Run 1, met2 routing:
Drawn at 6 px/µm. Cells faint in the background.
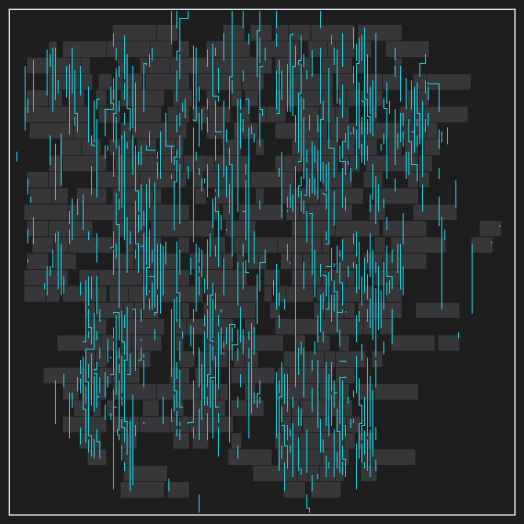
Run 1, port wiring:
Drawn at 4 px/µm.
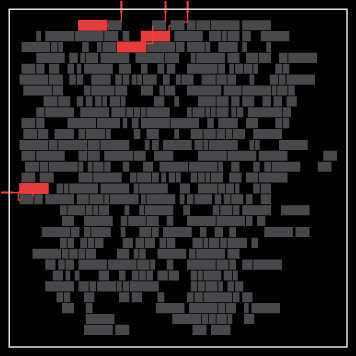
Run 1, cells coloured by class:
Drawn at 4 px/µm. Fill, decap, tap and diode cells in grey.
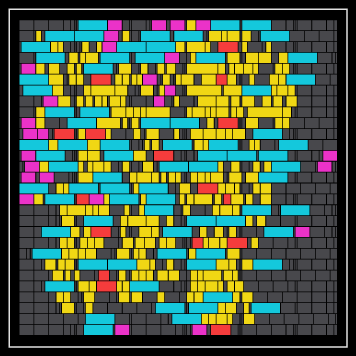
$ cat config.mk
export PLATFORM = sky130hd
export DESIGN_NAME = multi_debouncer
export DESIGN_NICKNAME = d
export VERILOG_FILES = /design/src/rtl/multi_debouncer.sv
export SDC_FILE = /design/constraint.sdc
export NUM_CORES = 1
export LEC_CHECK = 0
export CORE_MARGIN = 2
export CORE_UTILIZATION = 51
export DETAILED_ROUTE_END_ITERATION = 10
export PLACE_DENSITY = 0.81
export SETUP_SLACK_MARGIN = 0.3
export SYNTH_ARGS = -nofsm -noshare
export SYNTH_HDL_FRONTEND = slang
export SYNTH_SLANG_ARGS = --single-unit
$ cat constraint.sdc
create_clock -name clk_i -period 5.2 [get_ports clk_i]
set_clock_uncertainty 0.15 [all_clocks]
set_input_delay 1.04 -clock clk_i [delete_from_list [all_inputs] [get_ports clk_i]]
set_output_delay 1.04 -clock clk_i [all_outputs]
set_load 0.03 [all_outputs]
$ cat src/rtl/multi_debouncer.sv
// N-channel push-button conditioner: synchroniser, tick-sampled stability filter,
// registered level, one-cycle press/release pulses and hold-to-auto-repeat pulses.
module multi_debouncer #(
  parameter int unsigned N_CH         = 4,
  parameter int unsigned SYNC_STAGES  = 2,
  parameter int unsigned TICK_DIV     = 50000,
  parameter int unsigned STABLE_CNT   = 3,
  parameter int unsigned REPEAT_DELAY = 100,
  parameter int unsigned REPEAT_RATE  = 20
) (
  input  logic            clk_i,
  input  logic            rst_i,
  input  logic            en_i,
  input  logic [N_CH-1:0] btn_i,
  output logic [N_CH-1:0] btn_level_o,
  output logic [N_CH-1:0] btn_rise_o,
  output logic [N_CH-1:0] btn_fall_o,
  output logic [N_CH-1:0] btn_repeat_o,
  output logic            tick_o
);

  localparam int unsigned PW = (TICK_DIV > 1) ? $clog2(TICK_DIV) : 1;
  localparam int unsigned CW = (STABLE_CNT > 1) ? $clog2(STABLE_CNT) : 1;
  localparam logic [PW-1:0] PreMax = PW'(TICK_DIV - 1);
  localparam logic [CW-1:0] CntMax = CW'(STABLE_CNT - 1);

  logic [N_CH-1:0] sync_q [SYNC_STAGES];
  logic [N_CH-1:0] samp;
  logic [PW-1:0]   pre_q, pre_d;
  logic            strobe;
  logic [N_CH-1:0] level_q, level_d;
  logic [CW-1:0]   cnt_q [N_CH];
  logic [CW-1:0]   cnt_d [N_CH];
  logic [N_CH-1:0] rise_q, fall_q;

  assign samp = sync_q[SYNC_STAGES-1];

  // The synchroniser keeps running while en_i is low so resuming sees fresh data.
  always_ff @(posedge clk_i) begin
    if (rst_i) begin
      for (int unsigned i = 0; i < SYNC_STAGES; i++) sync_q[i] <= '0;
    end else begin
      sync_q[0] <= btn_i;
      for (int unsigned i = 1; i < SYNC_STAGES; i++) sync_q[i] <= sync_q[i-1];
    end
  end

  assign strobe = en_i && (pre_q == PreMax);
  assign tick_o = strobe && !rst_i;

  always_comb begin
    pre_d = pre_q;
    if (en_i) pre_d = strobe ? '0 : pre_q + 1'b1;
  end

  always_comb begin
    level_d = level_q;
    for (int unsigned ch = 0; ch < N_CH; ch++) begin
      cnt_d[ch] = cnt_q[ch];
      if (strobe) begin
        if (samp[ch] == level_q[ch]) begin
          cnt_d[ch] = '0;
        end else if (cnt_q[ch] < CntMax) begin
          cnt_d[ch] = cnt_q[ch] + 1'b1;
        end else begin
          level_d[ch] = samp[ch];
          cnt_d[ch]   = '0;
        end
      end
    end
  end

  always_ff @(posedge clk_i) begin
    if (rst_i) begin
      pre_q   <= '0;
      level_q <= '0;
      rise_q  <= '0;
      fall_q  <= '0;
      for (int unsigned ch = 0; ch < N_CH; ch++) cnt_q[ch] <= '0;
    end else begin
      pre_q   <= pre_d;
      level_q <= level_d;
      rise_q  <= level_d & ~level_q;
      fall_q  <= ~level_d & level_q;
      for (int unsigned ch = 0; ch < N_CH; ch++) cnt_q[ch] <= cnt_d[ch];
    end
  end

  assign btn_level_o = level_q;
  assign btn_rise_o  = rise_q;
  assign btn_fall_o  = fall_q;

  if (REPEAT_DELAY > 0) begin : g_rep
    localparam int unsigned HW = $clog2(REPEAT_DELAY + 1);
    localparam logic [HW-1:0] DelayVal  = HW'(REPEAT_DELAY);
    localparam logic [HW-1:0] ReloadVal = HW'(REPEAT_DELAY - REPEAT_RATE);

    logic [HW-1:0]   hold_q [N_CH];
    logic [HW-1:0]   hold_d [N_CH];
    logic [N_CH-1:0] rep_q, rep_d;

    // Clearing on !level_q covers the rise cycle; clearing on !level_d suppresses
    // a repeat pulse in the same cycle as the release.
    always_comb begin
      rep_d = '0;
      for (int unsigned ch = 0; ch < N_CH; ch++) begin
        hold_d[ch] = hold_q[ch];
        if (!level_q[ch] || !level_d[ch]) begin
          hold_d[ch] = '0;
        end else if (strobe) begin
          if (hold_q[ch] + 1'b1 == DelayVal) begin
            rep_d[ch]  = 1'b1;
            hold_d[ch] = ReloadVal;
          end else begin
            hold_d[ch] = hold_q[ch] + 1'b1;
          end
        end
      end
    end

    always_ff @(posedge clk_i) begin
      if (rst_i) begin
        rep_q <= '0;
        for (int unsigned ch = 0; ch < N_CH; ch++) hold_q[ch] <= '0;
      end else begin
        rep_q <= rep_d;
        for (int unsigned ch = 0; ch < N_CH; ch++) hold_q[ch] <= hold_d[ch];
      end
    end

    assign btn_repeat_o = rep_q;
  end else begin : g_norep
    assign btn_repeat_o = '0;
  end

endmodule

==> run_results.csv, run 1 <==
group,metric,value,unit
worst_setup_path,critical_path_peak_fanout,9,
synth,synthTopCellsByCount,"dfxtp_1, a21oi_1, nand2_1, nand3_1",
pwr,p_leak,1.13,nW
placement,globalplace.congestion,0.811,
clock_tree,cts_buffers,9,
floorplan,dieHeight,84.1,µm
synth,syn_area,0.00327,mm²
synth,ys_area,0.00327,mm²
worst_setup_path,start_kind,"input port",
pwr,comb_power_share,0.017,
final_layout,layout_top_cell,"dfxtp_1",
pwr,power_leader,"sequential cells",
drt,dr.pass1.iters,4,
drt,via_count,2772,
placement,place_ws,0.835,ns
pwr,netSwitchingFraction,0.225,
drt,wl_met3,249,µm
pwr,p_per_area,273,mW/mm²
synth,top_area_cell,"dfxtp_1",
drt,routed_wl,6.39,mm
global_routing,grt-ovfl-total,0,
floorplan,fp.dieW,84.1,µm
final_timing,hold_violations,0,
placement,dp.cells,449,
drt,viasPerCell,5.96,
synth,ys_seq_share,0.466,
job,warnings,26,
worst_setup_path,arrival,3.18,ns
clock_tree,cts_tree,"built",
pwr,seq_power_share,0.576,
pwr,powerClk,0.416,mW
drt,drt_iter0_drc,181,
synth,postSynthAreaPerCell,9.13,µm²
final_timing,whs,0.297,ns
worst_setup_path,r2r_end,"g_rep.hold_q[0][5]$_SDFFE_PP0N_",
final_timing,timing.slew.headroom,0.244,
drt,highest_layer,"met4",
final_timing,min_period_over_period,0.841,
clock_tree,htreeDepth,3,
final_timing,fmax,229,MHz
drt,ant_nets,0,
synth,syn_nets,370,
worst_setup_path,rr_startpoint,"pre_q[0]$_SDFFE_PP0P_",
drt,wl_met2,2.97,mm
final_timing,tightest_slew,1.12,ns
worst_setup_path,reg2regPathDepth,6,
floorplan,rows,29,
final_layout,final_area,0.00375,mm²
final_layout,lay_top_cells,"dfxtp_1, a21oi_1, nand2_1",
floorplan,core_area,0.00628,mm²
pwr,pg_comb,0.0177,mW
pwr,p_sw,0.230,mW
clock_tree,clockBufferDepth,2,
clock_tree,cts_resized,0,
placement,postPlaceCellArea,0.00357,mm²
final_layout,n_antenna_cell,0,
synth,top_area_frac,0.466,
clock_tree,clk_latency,0.35,ns
clock_tree,post_cts_buffers,0,
synth,area_leaders,"dfxtp_1, a21oi_1, nand3_1, nand2_1, xnor2_1",
synth,ff_type,"dfxtp_1",
synth,yosysUniqueCellTypes,47,
placement,place_hpwl,4.25,mm
final_timing,fin_setup_tns,0,ns
final_timing,timing.final.ws_setup,0.828,ns
outcome,outcome,"completed",
global_routing,grt_first_pass_wirelength,11.2,mm
synth,syn_inst,358,
global_routing,grt_max_degree,64,
synth,enable_flop_cells,0,
global_routing,grt_pass1_vias,2554,
clock_tree,cts_root_buf,"clkbuf_8",
global_routing,grt.busiest_layer,"met2",
worst_setup_path,crit_path_end_kind,"output pin",
job,drv_cap,0,
floorplan,initCoreUtil,0.521,
drt,drc,0,
hold_path,hold_class,"reg -> reg",
global_routing,use_met1,0.240,
synth,yosys_cells,358,
global_routing,antenna_found_initial,0,
worst_setup_path,crit_required,4.01,ns
synth,ys_warn_count,0,
clock_tree,clock_sinks,76,
clock_tree,clkTransAtPathRegs,0.08,ns
worst_setup_path,worstSetupPathType,"in -> out",
final_timing,final.min_clock_period,4.37,ns
pwr,max-vdd-ir-drop,0.000220,V
global_routing,track_usage,0.193,
About 'met2 routing':
nets with wire on the layer	338
wire length on this layer	2970 µm
longest straight run	36.7 µm
share of all routed wire	47%

About 'port wiring':
colour	port	bits	direction	edge	end cells	buffers	wire
red	`btn_fall_o`	4	output	3 top, 1 left	4	4	34.6 µm
I/O Buffers: 23
# IOs: 24

About 'cells coloured by class':
colour	class	cells	share of their area
yellow	combinational and other logic	270	46%
magenta	remaining buffers and delay cells	26	6.9%
cyan	sequential cells	76	42%
red	clock drivers and dummy loads	16	5.1%

## run 1: critical path, cell delays in order
cell	delay (ns)
clkdlybuf4s50_1	0.64
nand4_4	0.19
and4b_1	0.33
nand2_1	0.21
inv_1	0.10
clkdlybuf4s50_1	0.66
## run 1: cells by family after synthesis
group / after synthesis / share of synthesized area
compound gates: 79 / 0.152
buf+inv: 25 / 0.0306
fa+ha+maj: 5 / 0.0191
flops: 76 / 0.466
simple gates: 156 / 0.286
xor+xnor: 15 / 0.0402
mux: 2 / 0.00613
## run 1: state kept, by name (all words and copies together), names as in the netlist
| register | flops |
|---|---|
| btn_level_o | 4 |
| cnt_q | 8 |
| btn_rise_o | 4 |
| pre_q | 16 |
| sync_q | 8 |
| btn_repeat_o | 4 |
| btn_fall_o | 4 |
| g_rep.hold_q | 28 |
## run 1: worst min-delay path by stage
stage	start	endpoint	slack, ns	cells after the start
after floorplan	sync_q[0][0]$_SDFF_PP0_	sync_q[0][4]$_SDFF_PP0_	0.26	1
after global placement	sync_q[0][0]$_SDFF_PP0_	sync_q[0][4]$_SDFF_PP0_	0.27	1
after detailed placement	sync_q[0][2]$_SDFF_PP0_	sync_q[0][6]$_SDFF_PP0_	0.28	1
after CTS	sync_q[0][2]$_SDFF_PP0_	sync_q[0][6]$_SDFF_PP0_	0.30	1
after global routing	sync_q[0][0]$_SDFF_PP0_	sync_q[0][4]$_SDFF_PP0_	0.32	1
final	sync_q[0][2]$_SDFF_PP0_	sync_q[0][6]$_SDFF_PP0_	0.30	1
## run 1: layout make-up
cell class	count	area (µm²)
clock buffers	11	151
clock inverters	5	36.3
fillers	510	2520
inverters	13	48.8
multi-input cells	257	1650
flip-flops and latches	76	1520
well taps	77	96.3
repair buffers	26	253
==> run 2: changes to the inputs <==
- clock period: 5.2 -> 4.5 ns (I/O delays scaled with it)
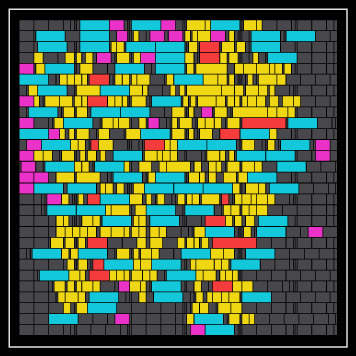
Run 2: cells coloured by class
Drawn at 4 px/µm. Fill, decap, tap and diode cells in grey.
colour	class	cells	share of their area
cyan	sequential cells	76	41%
red	clock drivers and dummy loads	16	6.1%
yellow	combinational and other logic	270	46%
magenta	remaining buffers and delay cells	27	7.0%

==> run_results.csv, run 2 <==
group,metric,value,unit
worst_setup_path,arrival,2.62,ns
synth,syn_nets,370,
final_timing,hold_violations,0,
worst_setup_path,critical_path_peak_fanout,9,
final_timing,timing.final.ws_setup,0.834,ns
pwr,netSwitchingFraction,0.207,
synth,ys_warn_count,0,
outcome,outcome,"completed",
final_layout,final-comb-area,0.00165,mm²
final_timing,timing.slew.headroom,0.544,
hold_path,hold_class,"reg -> reg",
floorplan,fp.dieW,84.1,µm
final_layout,lay_top_cells,"dfxtp_1, a21oi_1, nand2_1",
final_timing,tightest_slew,0.683,ns
final_timing,final.min_clock_period,3.67,ns
job,warnings,26,
synth,top_area_cell,"dfxtp_1",
global_routing,grt-ovfl-total,0,
placement,place_hpwl,4.21,mm
pwr,comb_power_share,0.016,
pwr,max-vdd-ir-drop,0.000210,V
global_routing,grt_max_degree,43,
global_routing,grt.busiest_layer,"met2",
synth,syn_inst,358,
clock_tree,clk_latency,0.34,ns
drt,highest_layer,"met4",
synth,area_leaders,"dfxtp_1, a21oi_1, nand3_1, nand2_1, xnor2_1",
final_timing,whs,0.300,ns
drt,wl_met3,224,µm
final_layout,num-fill-cells,524,
job,drv_cap,0,
placement,postPlaceCellArea,0.00357,mm²
drt,drc,0,
worst_setup_path,rr_startpoint,"pre_q[0]$_SDFFE_PP0P_",
drt,drt_iter0_drc,136,
-- run 2: cell counts after synthesis --
Identical to the previous run, type by type.
-- run 2: critical path, stage by stage --
cell	delay (ns)
clkdlybuf4s50_1	0.67
nand4_4	0.20
and4b_1	0.34
nand2_1	0.23
inv_1	0.12
buf_4	0.16
-- run 2: cell families (layout without fill, tap and decap cells) --
family / Yosys count / in the layout / synth area share
muxes: 2 / 2 / 0.00613
AOI/OAI and AO/OA: 79 / 79 / 0.152
buffers and inverters: 25 / 56 / 0.0306
DFF: 76 / 76 / 0.466
xor gates and xnor gates: 15 / 15 / 0.0402
adders and majority gates: 5 / 5 / 0.0191
and+or+nand+nor: 156 / 156 / 0.286
-- run 2: final cells by class --
| cell class | instances | area share |
|---|---|---|
| Multi-Input combinational cell | 257 | 0.434 |
| Sequential cell | 76 | 0.401 |
| Timing Repair Buffer | 27 | 0.0679 |
| Clock buffer | 10 | 0.0363 |
| Tap cell | 77 | 0.0254 |
| Clock inverter | 6 | 0.0227 |
| Inverter | 13 | 0.0129 |
-- run 2: final timing paths --
| kind | slack, ns | cells after the start | to |
|---|---|---|---|
| worst max-delay path | 0.83 | 6 | tick_o |
| worst min register to register | 0.30 | 1 | sync_q[0][4]$_SDFF_PP0_ |
| worst min-delay path | 0.30 | 1 | sync_q[0][4]$_SDFF_PP0_ |
| worst max register to register | 1.78 | 6 | g_rep.hold_q[2][6]$_SDFFE_PP0N_ |
-- run 2: power groups by stage --
stage	clock network, mW	registers [mW]	logic (mW)
floorplan	0	0.696	0.0116
global placement	0	0.697	0.0202
detailed placement	0	0.697	0.0209
CTS	0.586	0.681	0.0213
global route	0.617	0.682	0.0233
finish	0.575	0.682	0.0210
Power figures rest on the tool's default switching activity, not on a simulated workload.
